==> config.mk <==
export PLATFORM = sky130hd
export DESIGN_NAME = bs_rr_scheduler_flat
export DESIGN_NICKNAME = d
export VERILOG_FILES = /design/src/rtl/bs_sched_pkg.sv /design/src/rtl/bs_rr_scheduler_if.sv /design/src/rtl/bs_rr_picker.sv /design/src/rtl/bs_rr_scheduler.sv /design/src/flat_wrapper.sv
export SDC_FILE = /design/constraint.sdc
export NUM_CORES = 1
export LEC_CHECK = 0
export CORE_AREA = 2 2 217 219
export DETAILED_ROUTE_END_ITERATION = 10
export DIE_AREA = 0 0 219 221
export GPL_ROUTABILITY_DRIVEN = 0
export SLEW_MARGIN = 10
export SYNTH_ARGS = -nofsm -noshare
export SYNTH_HDL_FRONTEND = slang
export SYNTH_SLANG_ARGS = --single-unit
==> constraint.sdc <==
create_clock -name clk -period 10.9 [get_ports clk]
set_input_delay 1.635 -clock clk [delete_from_list [all_inputs] [get_ports clk]]
set_output_delay 1.635 -clock clk [all_outputs]
set_load 0.01 [all_outputs]
Run 1, met1 routing:
The bar under the picture is 50 µm long.
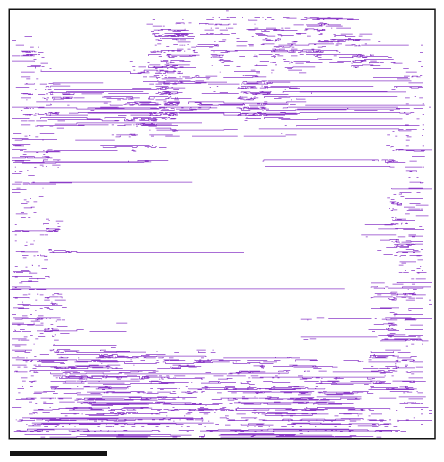
- main direction: horizontal
- nets with wire on the layer: 1088
- wire length on this layer: 13300 µm
- share of all routed wire: 41%
detailed-route via count: 7004
GR met1 Demand/Resource: 16.1%
aggregate routed wire length: 32.3 mm

Run 1, the metal 2 layer:
The bar under the picture is 50 µm long. Cells faint in the background.
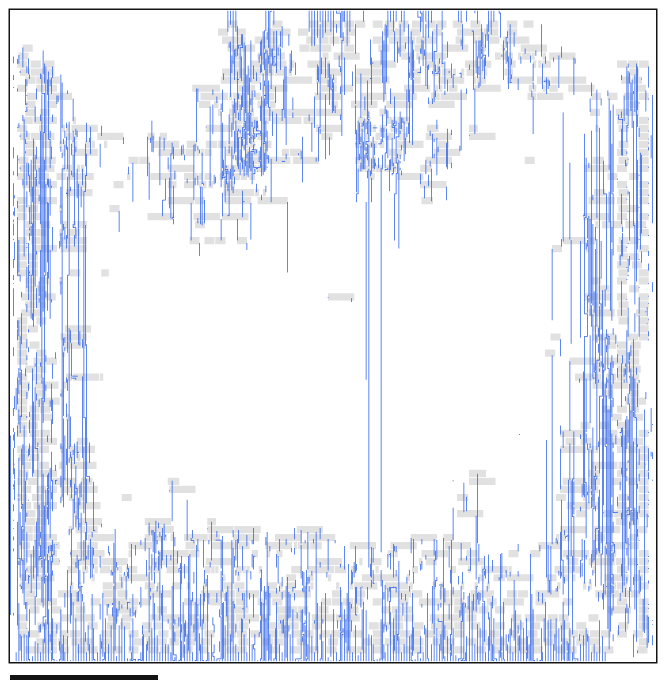
- share of all routed wire: 48%
- main direction: vertical
- wire length on this layer: 15600 µm
global routing usage on met2: 21.9%

Run 1, metal 3:
The bar under the picture is 50 µm long. Cells faint in the background.
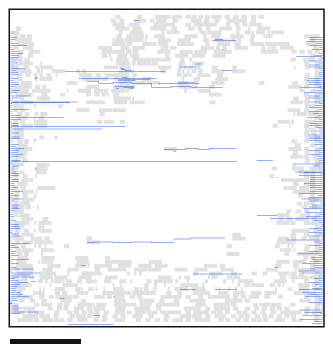
- wire length on this layer: 2820 µm
- longest straight run: 158 µm
- share of all routed wire: 8.7%
routing usage on met3: 3.37%

==> run notes, run 1 <==
The cell with the largest stage delay on the worst path is sky130_fd_sc_hd__mux4_1. The main area contributors are sky130_fd_sc_hd__dfrtp_1 31%, sky130_fd_sc_hd__buf_4 20%, sky130_fd_sc_hd__mux4_2 18%, sky130_fd_sc_hd__nand2_1 4.0%, sky130_fd_sc_hd__mux2_1 3.5%. With the power density relative to cell area at 291 nW/µm², the switching power as a share of total power is 42.3%.

The run gives 7255 for the via count of the first global-routing pass. Summing over the stages, the warning tally comes to 31. The placed instance area was 12900 µm²; the share of synthesized area spent on multiplexers was 26.0%. The power report lists the clock group at 345 µW. The count of input and output buffers is 558. Of the synthesized area, sequential elements account for 31.5%. The type of the worst setup path is in2reg. The capturing element type of the critical path was a flip-flop. Yosys reported that registers with async set or reset make up 100%. The clock tree has to reach 106 sinks.

Summed over all combinational cells, the power is 2.64 mW. The critical path crosses 12 cells after its start point. Setup violations remaining at the end of the flow were counted as 0. The min-delay analysis places its worst path in the category reg2reg. H-tree depth: 3. The commonest register cell is sky130_fd_sc_hd__dfrtp_1. STA lists the maximum fanout along the critical path as 5.

The floorplan has 79 rows. Per the post-synthesis stats, the area per cell is 10.7 µm². With the number of instances in the synthesized netlist at 786, the relative max-transition margin is 36.8%. The starting density of the core is 18.3%.

For this run, design rule violations remaining after detail routing come to 0. The run gives 12.9% as the all-layer global routing usage. The logs give 559 for the number of ports placed on the die boundary and 0 for the number of buffers inserted by post-CTS setup repair. The share of synthesized area in the top cell type comes to 30.5%. The run finished with clean final reports.
==> run 1: metrics by stage <==
step           cells  power, mW  util, %
2_1_floorplan    786       2.70        -
3_3_place_gp    1689       3.52     28.1
3_5_place_dp    1689       3.56     28.1
4_1_cts         1705       3.92     28.8
5_1_grt         1705       4.12     28.8
6_report        1706       3.86     28.8
==> run 1: area by class of cell <==
type                    count  area (µm²)  share of cell area [%]
diodes                      1        2.50                  0.0189
clock buffers               9         225                    1.70
clock inverters             7        76.3                   0.576
inverters                  10        37.5                   0.283
multi-input cells         403        3860                    29.2
flip-flops and latches    106        2670                    20.1
well taps                 607         759                    5.73
repair buffers            563        5620                    42.4
==> run 1: per-layer routing <==
metal  GRT usage, %  share of wire [%]
met1           16.1                 41
met5              0              0.040
met3           3.37                8.7
met4           3.42                1.6
met2           21.9                 48
## Run 2: what changed since run 1
--- a/config.mk
+++ b/config.mk
@@ -5,9 +5,9 @@
 export SDC_FILE = /design/constraint.sdc
 export NUM_CORES = 1
 export LEC_CHECK = 0
-export CORE_AREA = 2 2 217 219
+export CORE_AREA = 2 2 219 221
 export DETAILED_ROUTE_END_ITERATION = 10
-export DIE_AREA = 0 0 219 221
+export DIE_AREA = 0 0 221 223
 export GPL_ROUTABILITY_DRIVEN = 0
 export SLEW_MARGIN = 10
 export SYNTH_ARGS = -nofsm -noshare
==> constraint.sdc (replaced) <==
create_clock -name clk -period 4.58 [get_ports clk]
set_input_delay 0.687 -clock clk [delete_from_list [all_inputs] [get_ports clk]]
set_output_delay 0.687 -clock clk [all_outputs]
set_load 0.01 [all_outputs]
Run 2, metal 4:
The bar under the picture is 50 µm long.
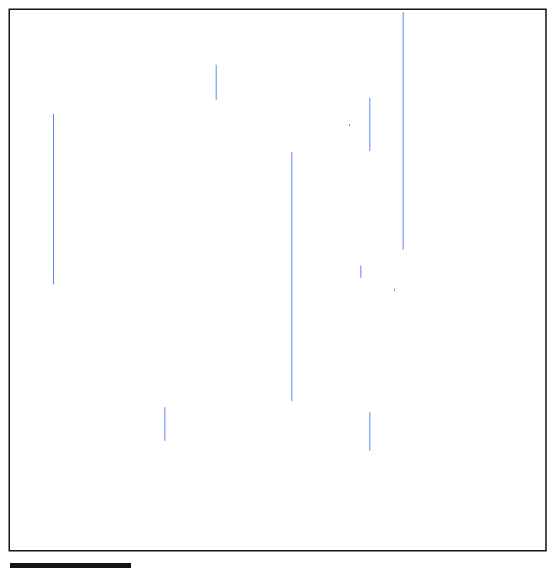
- share of all routed wire: 1.0%
- nets with wire on the layer: 7
- main direction: vertical
- wire length on this layer: 342 µm
aggregate routed wire length: 32.7 mm
detailed-route via count: 7062

==> run 2 against run 1 <==
Effect of this change:
- combinational power up 140%
- via count increased by 0.83%
- sequential power rose by 140%
- total power is 140% higher
- register-to-register slack lost 6.1 ns
- final area grew 0.49%
- clock power up 140%
- setup slack worse by 5.9 ns
- non-clock buffer count increased by 6
- largest power group unchanged
==> run notes, run 2 <==
The flow ran to the end, and the final reports show no timing, DRC or antenna violations. The synthesized area per cell is 10.7 µm² (unchanged), and the all-layer global routing usage is 13.1% (+0.17 points). The worst setup path is captured at a flip-flop. The logs give 3870 µm² (about the same) for the area used by multi-input combinational logic and 786 (unchanged) for the number of instances in the synthesized netlist. Share of the synthesized area in the top cell type: 30.5% (unchanged).

Note that the worst hold path type here is in2async. The combinational fraction of the cell area is 29.0% (-0.12 points). The fraction of final layout cells with drive strength greater than 1 was 11.6%.

The biggest area consumer among cell classes was non-clock buffers. The register area share after synthesis came out at 31.5% (unchanged). For this run, the leading register cell type out of synthesis is sky130_fd_sc_hd__dfrtp_1. The H-tree depth was 3 (unchanged). The fraction of area in registers was 20.0% (-0.098 points).

The logs give 0 for the final number of hold-violating endpoints and 559 (unchanged) for the number of ports placed on the die boundary. The share of synthesized area spent on multiplexers is 26.0% (unchanged), and the count of input and output buffers is 558 (unchanged). Among all stages on the critical path, the largest delay is contributed by sky130_fd_sc_hd__dfstp_2.

The number of clock sinks was 106 (unchanged); the tally of clock buffers in the finished layout was 9 (unchanged). The largest driver fanout on the critical path is 10 (+5), and the number of buffers inserted by post-CTS setup repair is 0 (unchanged). The power density relative to cell area was 697 nW/µm² (+140%). For the fraction of the core area covered by cells at the end of the flow, the log shows 28.2% (-0.52 points). The placed instance area was 13000 µm² (+0.42%).

For reference, the top cells by area after synthesis are sky130_fd_sc_hd__dfrtp_1 31%, sky130_fd_sc_hd__buf_4 20%, sky130_fd_sc_hd__mux4_2 18%, sky130_fd_sc_hd__nand2_1 4.0%, sky130_fd_sc_hd__mux2_1 3.5%. The post-route DRC violation count is 0 (unchanged). Number of setup violations in the final report: 0 (unchanged). The clock network contribution to total cell area is 2.32% (+0.045 points). Type of the worst setup path: reg2reg.

The run gives 42.5% (+0.13 points) for the proportion of final cell area spent on non-clock buffers. The tools report the number of tap instances as 615 (+1.3%). With the row count at 80 (+1.3%), the buffer count excluding the clock tree in the final layout is 569 (+1.1%).

The post-synthesis async set-or-reset flop share was 100% (unchanged); the power drawn by the combinational cells was 6.33 mW (+140%). The run gives 106 (unchanged) as the count of flip-flops and latches. In this run the critical path is formed by inv_1 -> ha_2 -> mux4_2 -> mux2_4 -> o32a_1 -> o32ai_1 -> ha_1 -> inv_1 -> fa_1 -> xnor2_1 -> nor4_1 -> a32oi_1 -> nand3_1. Between clock sinks in the finished design, the worst skew comes to 0.0111 ns.

The relative max-transition margin is 39.2% (+2.4 points).
-- run 2: per-layer routing --
metal	vias up	GRT usage [%]	share of wire [%]
met2	347	23.0	50
li1	3199	-	-
met5	-	0	0.14
met1	3487	15.7	40
met3	23	4.08	8.5
met4	6	2.86	1.0
-- run 2: worst max-delay path, delay by kind of cell, from the launching register on --
family | cells | cell delay (ns)
multiplexers | 2 | 0.89
AND-OR/OR-AND | 3 | 0.67
XOR/XNOR | 1 | 0.43
AND/OR/NAND/NOR | 2 | 0.20
flip-flops | 1 | 0.67
adder cells (fa/ha/maj) | 3 | 1.11
buffers and inverters | 2 | 0.17
-- run 2: metrics by stage --
stage                     cells  worst slack [ns]
after floorplan             786             0.711
after global placement     1703             0.293
after detailed placement   1703             0.194
after CTS                  1719             0.194
after global routing       1719            0.0117
final                      1720             0.315
No activity file was given, so power comes from the tool's default toggle rates.
